## config.mk

```make
export PLATFORM = sky130hd
export DESIGN_NAME = mcu_subsys_bus_fabric
export DESIGN_NICKNAME = d
export VERILOG_FILES = /design/src/rtl/mcu_subsys_bus_fabric.sv
export SDC_FILE = /design/constraint.sdc
export NUM_CORES = 1
export LEC_CHECK = 0
export CAP_MARGIN = 20
export CORE_MARGIN = 2
export CORE_UTILIZATION = 30
export DETAILED_ROUTE_END_ITERATION = 8
export GPL_ROUTABILITY_DRIVEN = 0
export PLACE_DENSITY = 0.73
export RECOVER_POWER = 25
export SYNTH_ARGS = -nofsm -noshare
export SYNTH_HDL_FRONTEND = slang
export SYNTH_SLANG_ARGS = --single-unit
```

## constraint.sdc

```tcl
create_clock -name sys_clk -period 3.38 [get_ports sys_clk]
set_input_delay 0.338 -clock sys_clk [delete_from_list [all_inputs] [get_ports sys_clk]]
set_output_delay 0.338 -clock sys_clk [all_outputs]
set_load 0.02 [all_outputs]
```

## src/rtl/mcu_subsys_bus_fabric.sv

```systemverilog
// Routes one picorv32-native master to NUM_SLAVES targets by base/mask decode, with timeout and error response.
// Optional error logging (err_addr, err_count) when MCU_SUBSYS_BUS_ERR_LOG_EN is defined.
module mcu_subsys_bus_fabric #(
  parameter int                         NUM_SLAVES     = 3,
  parameter logic [NUM_SLAVES*32-1:0]   SLAVE_BASE     = {32'h8000_0000, 32'h0001_0000, 32'h0000_0000},
  parameter logic [NUM_SLAVES*32-1:0]   SLAVE_MASK     = {32'h8000_0000, 32'hFFFF_0000, 32'hFFFF_0000},
  parameter int                         TIMEOUT_CYCLES = 255,
  parameter logic [31:0]                ERR_RDATA      = 32'hDEAD_BEEF
) (
  input  logic                       sys_clk,
  input  logic                       rst_n,
  input  logic                       m_mem_valid,
  output logic                       m_mem_ready,
  input  logic [31:0]                m_mem_addr,
  input  logic [31:0]                m_mem_wdata,
  input  logic [3:0]                 m_mem_wstrb,
  output logic [31:0]                m_mem_rdata,
  output logic                       m_bus_err,
  output logic [NUM_SLAVES-1:0]      s_mem_valid,
  input  logic [NUM_SLAVES-1:0]      s_mem_ready,
  output logic [31:0]                s_mem_addr,
  output logic [31:0]                s_mem_wdata,
  output logic [3:0]                 s_mem_wstrb,
  input  logic [NUM_SLAVES*32-1:0]   s_mem_rdata
`ifdef MCU_SUBSYS_BUS_ERR_LOG_EN
  ,
  output logic [31:0]                err_addr,
  output logic [15:0]                err_count
`endif
);

  localparam int SEL_W = (NUM_SLAVES > 1) ? $clog2(NUM_SLAVES) : 1;
  localparam logic [15:0] TO_LAST = 16'(TIMEOUT_CYCLES - 1);
  localparam logic [NUM_SLAVES-1:0] SEL_ONE = NUM_SLAVES'(1);

  typedef enum logic [1:0] {IDLE = 2'd0, ACTIVE = 2'd1, RESP = 2'd2} state_t;

  state_t                 state_r, next_state_s;
  logic [SEL_W-1:0]       sel_r;
  logic [15:0]            cnt_r;
  logic [NUM_SLAVES-1:0]  match_s;
  logic                   hit_s;
  logic [SEL_W-1:0]       hit_idx_s;
  logic                   sel_ready_s;
  logic [31:0]            sel_rdata_s;
  logic                   timeout_s;

  // Address decode; walking downwards lets the lowest matching index win.
  always_comb begin
    match_s   = '0;
    hit_s     = 1'b0;
    hit_idx_s = '0;
    for (int i = NUM_SLAVES - 1; i >= 0; i--) begin
      match_s[i] = ((m_mem_addr & SLAVE_MASK[32*i +: 32]) == (SLAVE_BASE[32*i +: 32] & SLAVE_MASK[32*i +: 32]));
      hit_idx_s  = match_s[i] ? SEL_W'(i) : hit_idx_s;
      hit_s      = hit_s | match_s[i];
    end
  end

  assign sel_ready_s = s_mem_ready[sel_r];
  assign sel_rdata_s = s_mem_rdata[32*sel_r +: 32];
  assign timeout_s   = (cnt_r == TO_LAST);

  // Next-state logic; ready beats a simultaneous timeout.
  always_comb begin
    next_state_s = state_r;
    case (state_r)
      IDLE: begin
        if (m_mem_valid) begin
          next_state_s = hit_s ? ACTIVE : RESP;
        end else begin
          next_state_s = IDLE;
        end
      end
      ACTIVE: begin
        if (sel_ready_s || timeout_s) begin
          next_state_s = RESP;
        end else begin
          next_state_s = ACTIVE;
        end
      end
      RESP:    next_state_s = IDLE;
      default: next_state_s = IDLE;
    endcase
  end

  // State register.
  always_ff @(posedge sys_clk or negedge rst_n) begin
    if (!rst_n) begin
      state_r <= IDLE;
    end else begin
      state_r <= next_state_s;
    end
  end

  // Datapath and registered outputs; m_mem_ready/m_bus_err are set on entry to RESP.
  always_ff @(posedge sys_clk or negedge rst_n) begin
    if (!rst_n) begin
      sel_r       <= '0;
      cnt_r       <= 16'd0;
      s_mem_valid <= '0;
      s_mem_addr  <= 32'd0;
      s_mem_wdata <= 32'd0;
      s_mem_wstrb <= 4'd0;
      m_mem_rdata <= 32'd0;
      m_mem_ready <= 1'b0;
      m_bus_err   <= 1'b0;
    end else begin
      case (state_r)
        IDLE: begin
          if (m_mem_valid) begin
            s_mem_addr  <= m_mem_addr;
            s_mem_wdata <= m_mem_wdata;
            s_mem_wstrb <= m_mem_wstrb;
            if (hit_s) begin
              sel_r       <= hit_idx_s;
              s_mem_valid <= SEL_ONE << hit_idx_s;
            end else begin
              m_mem_rdata <= ERR_RDATA;
              m_mem_ready <= 1'b1;
              m_bus_err   <= 1'b1;
            end
          end
        end
        ACTIVE: begin
          cnt_r <= cnt_r + 16'd1;
          if (sel_ready_s) begin
            s_mem_valid <= '0;
            m_mem_rdata <= sel_rdata_s;
            m_mem_ready <= 1'b1;
            m_bus_err   <= 1'b0;
          end else if (timeout_s) begin
            s_mem_valid <= '0;
            m_mem_rdata <= ERR_RDATA;
            m_mem_ready <= 1'b1;
            m_bus_err   <= 1'b1;
          end
        end
        RESP: begin
          cnt_r       <= 16'd0;
          m_mem_ready <= 1'b0;
          m_bus_err   <= 1'b0;
        end
        default: begin
          s_mem_valid <= '0;
          m_mem_ready <= 1'b0;
          m_bus_err   <= 1'b0;
        end
      endcase
    end
  end

`ifdef MCU_SUBSYS_BUS_ERR_LOG_EN
  logic err_event_s;
  logic [31:0] err_event_addr_s;

  assign err_event_s      = ((state_r == IDLE) && m_mem_valid && !hit_s) ||
                            ((state_r == ACTIVE) && !sel_ready_s && timeout_s);
  assign err_event_addr_s = (state_r == IDLE) ? m_mem_addr : s_mem_addr;

  // Error log: last failing address and a saturating error count.
  always_ff @(posedge sys_clk or negedge rst_n) begin
    if (!rst_n) begin
      err_addr  <= 32'd0;
      err_count <= 16'd0;
    end else if (err_event_s) begin
      err_addr  <= err_event_addr_s;
      err_count <= (err_count == 16'hFFFF) ? err_count : err_count + 16'd1;
    end
  end
`endif

endmodule

```

==> ci_impl_report.md, run 1 <==
### Yosys + OpenROAD results

| Metric | Value |
|---|---|
| Outcome | `completed` |
| Leading cell type by number of instances after synthesis | `dfrtp_1` |
| Power Clock | `between 0.0015 and 0.002 W` |
| # clk buffers | `20` |
| Final Hold Slack | `approximately 0.5 ns` |
| Critical path class | `flip-flop to flip-flop` |
| Cell Count, Final, Fillers Out | `a little under 1000` |
| AO/OA Area Share | `~11%` |
| Post-route cell area | `9280 um^2` |
| Avg Inst Size Synth | `around 12 um^2` |
| Max Transition Viols Final | `0` |
| Hold buffers post-CTS | `1` |
| Num rows | `around 50` |
| Crit path from | `sel_r[1]` |
| Met2 WL | `around 7700 um` |
| Area after DPL | `between 8000 and 9000 um^2` |
| Top Usage Layer GRT | `met2` |
| Comb power frac | `between 30% and 40%` |
| Synth area leader | `dfrtp_1` |
| Register area | `roughly 3100 um^2` |
| Met1 WL | `a little under 7000 um` |
| Most frequent logic cell in the layout | `clkdlybuf4s50_1` |
| Die y size | `between 100 and 150 um` |
| Logic power comb | `0.00223 W` |
| Peak VDD IR | `approximately 400 uV` |
| Setup Buffers After CTS | `0` |
| H-tree depth | `4` |
| TritonCTS clock tree | `yes` |
| Largest logic family | `multiplexers` |
| Largest net degree at the start of global routing | `a little over 70` |
| GR Layer Usage met2 | `a little over a quarter` |
| Count of input and output buffers | `274` |
| Reg power frac | `approximately 34%` |
| Min cycle time layout | `2.33 ns` |
| Seq/total area | `33.7%` |
| R2r startpoint | `sel_r[1]` |
| Tool warnings | `29` |
| Starting Density | `between 30% and 40%` |
| Setup violators final | `0` |
| Post-Route Setup TNS | `0 ns` |
| PwrDens | `664 nW/um^2` |
| Mux share | `19.4%` |
| Bufs and invs on worst path | `1` |
| Cell count along the critical path | `6` |
### Clock routing, run 1

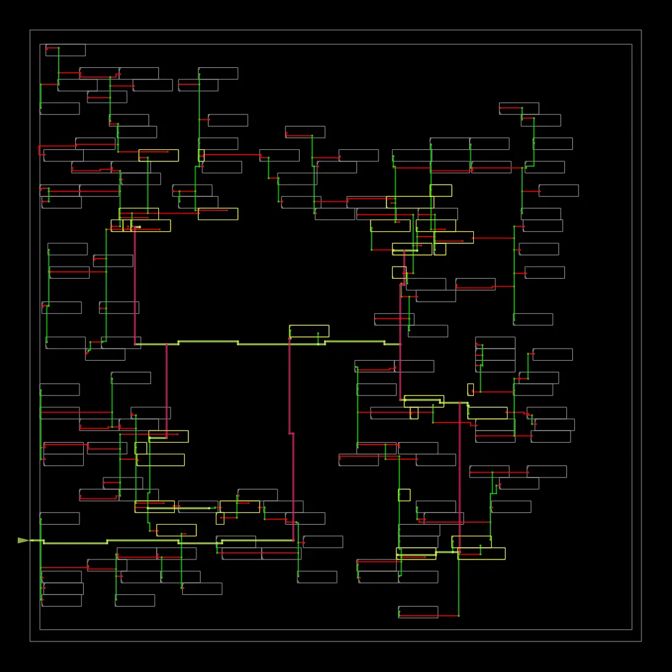
FFs & Latches: 125
Inserted Clock Buffers: 17
clk sinks: 125

### Met1 routing, run 1

Bar = 50 um.
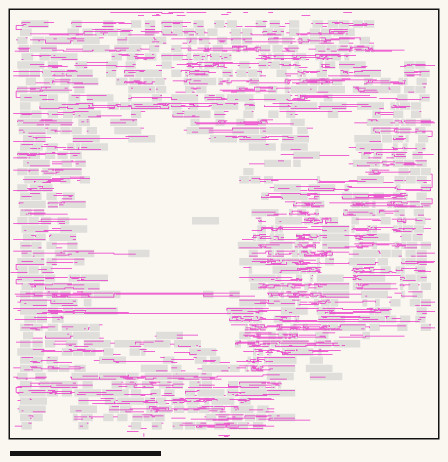
longest straight run	48.8 um
main direction	horizontal
share of all routed wire	42%
nets with wire on the layer	800
GR met1 Demand/Resource: 19.4%
vias: 4676
Routed Wire Length: 16100 um

### Metal 2, run 1

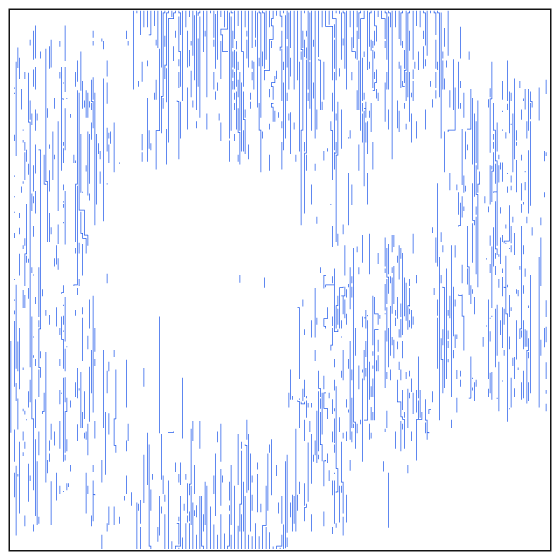
wire length on this layer	7680 um
share of all routed wire	48%
nets with wire on the layer	807
main direction	vertical
longest straight run	64.4 um

### Met3 routing, run 1

Bar = 50 um.
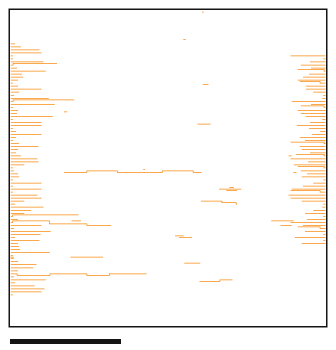

## Run 2: what changed since run 1
==> constraint.sdc (replaced) <==
create_clock -name sys_clk -period 2.3 [get_ports sys_clk]
set_input_delay 0.23 -clock sys_clk [delete_from_list [all_inputs] [get_ports sys_clk]]
set_output_delay 0.23 -clock sys_clk [all_outputs]
set_load 0.02 [all_outputs]
### Met3 routing, run 2

Bar = 50 um.
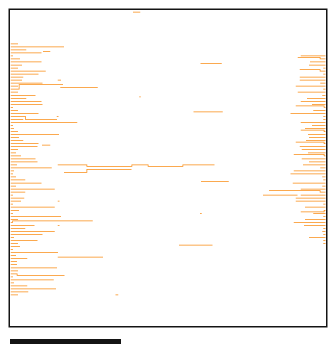
longest straight run	35.9 um
share of all routed wire	8.8%
main direction	horizontal
nets with wire on the layer	153

==> run 2 against run 1 <==
- clock-buffer cell count rose by 1
- clock skew fell by 0.00057 ns
- die area did not move
- cell count rose by 1.0%
- clock power rose by 48%
- fmax rose by 9.4%
- critical path depth rose by 2
- worst hold slack got worse by 0.078 ns
==> ci_impl_report.md, run 2 <==
### Yosys + OpenROAD results

| Metric | Value |
|---|---|
| Hold buffers post-CTS | `1 (unchanged)` |
| Clk sinks | `125 (unchanged)` |
| Peak VDD IR | `621 uV (was 403 uV)` |
| Largest logic family | `multiplexers (unchanged)` |
| Synth area leader | `dfrtp_1 (unchanged)` |
| Area after DPL | `8790 um^2 (was 8680 um^2)` |
| Post-route cell area | `9380 um^2 (was 9280 um^2)` |
| Avg Inst Size Synth | `12.0 um^2 (unchanged)` |
| Power Clock | `0.00270 W (was 0.00182 W)` |
| AO/OA Area Share | `11.0% (unchanged)` |
| Critical path class | `flip-flop to flip-flop (unchanged)` |
| Cell count along the critical path | `8 (was 6)` |
| Setup violators final | `0 (unchanged)` |
| H-tree depth | `4 (unchanged)` |
| Routed Wire Length | `16500 um (was 16100 um)` |
| Largest net degree at the start of global routing | `72 (unchanged)` |
| Setup Buffers After CTS | `0 (unchanged)` |
| Met1 WL | `6800 um (was 6730 um)` |
| Comb power frac | `36.4% (was 36.1%)` |
| Post-Route Setup TNS | `0 ns (unchanged)` |
| Register area | `3130 um^2 (unchanged)` |
| Min cycle time layout | `2.13 ns (was 2.33 ns)` |
| GR met1 Demand/Resource | `19.8% (was 19.4%)` |
| Most frequent logic cell in the layout | `clkdlybuf4s50_1 (unchanged)` |
| Cell Count, Final, Fillers Out | `1005 (was 995)` |
| Starting Density | `30.6% (unchanged)` |
| Met2 WL | `8030 um (was 7680 um)` |
| Outcome | `completed (unchanged)` |
| Max Transition Viols Final | `0 (unchanged)` |
| Tool warnings | `29 (unchanged)` |
| Reg power frac | `34.0% (was 34.4%)` |
### Metal 2, run 2

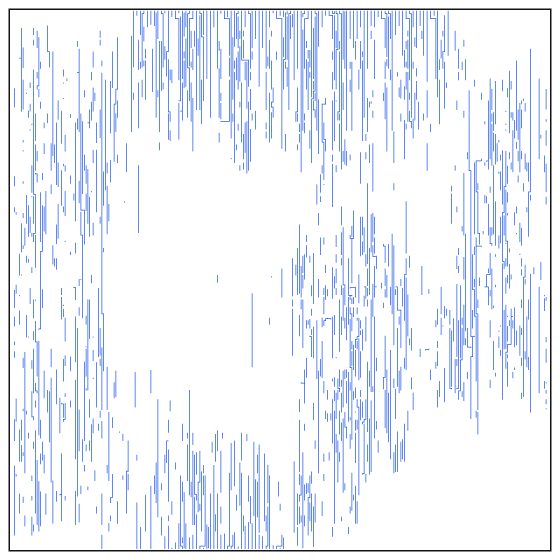
main direction	vertical
share of all routed wire	49%
longest straight run	63.4 um
wire length on this layer	8030 um
nets with wire on the layer	808

Power and IR drop assume default switching activity.
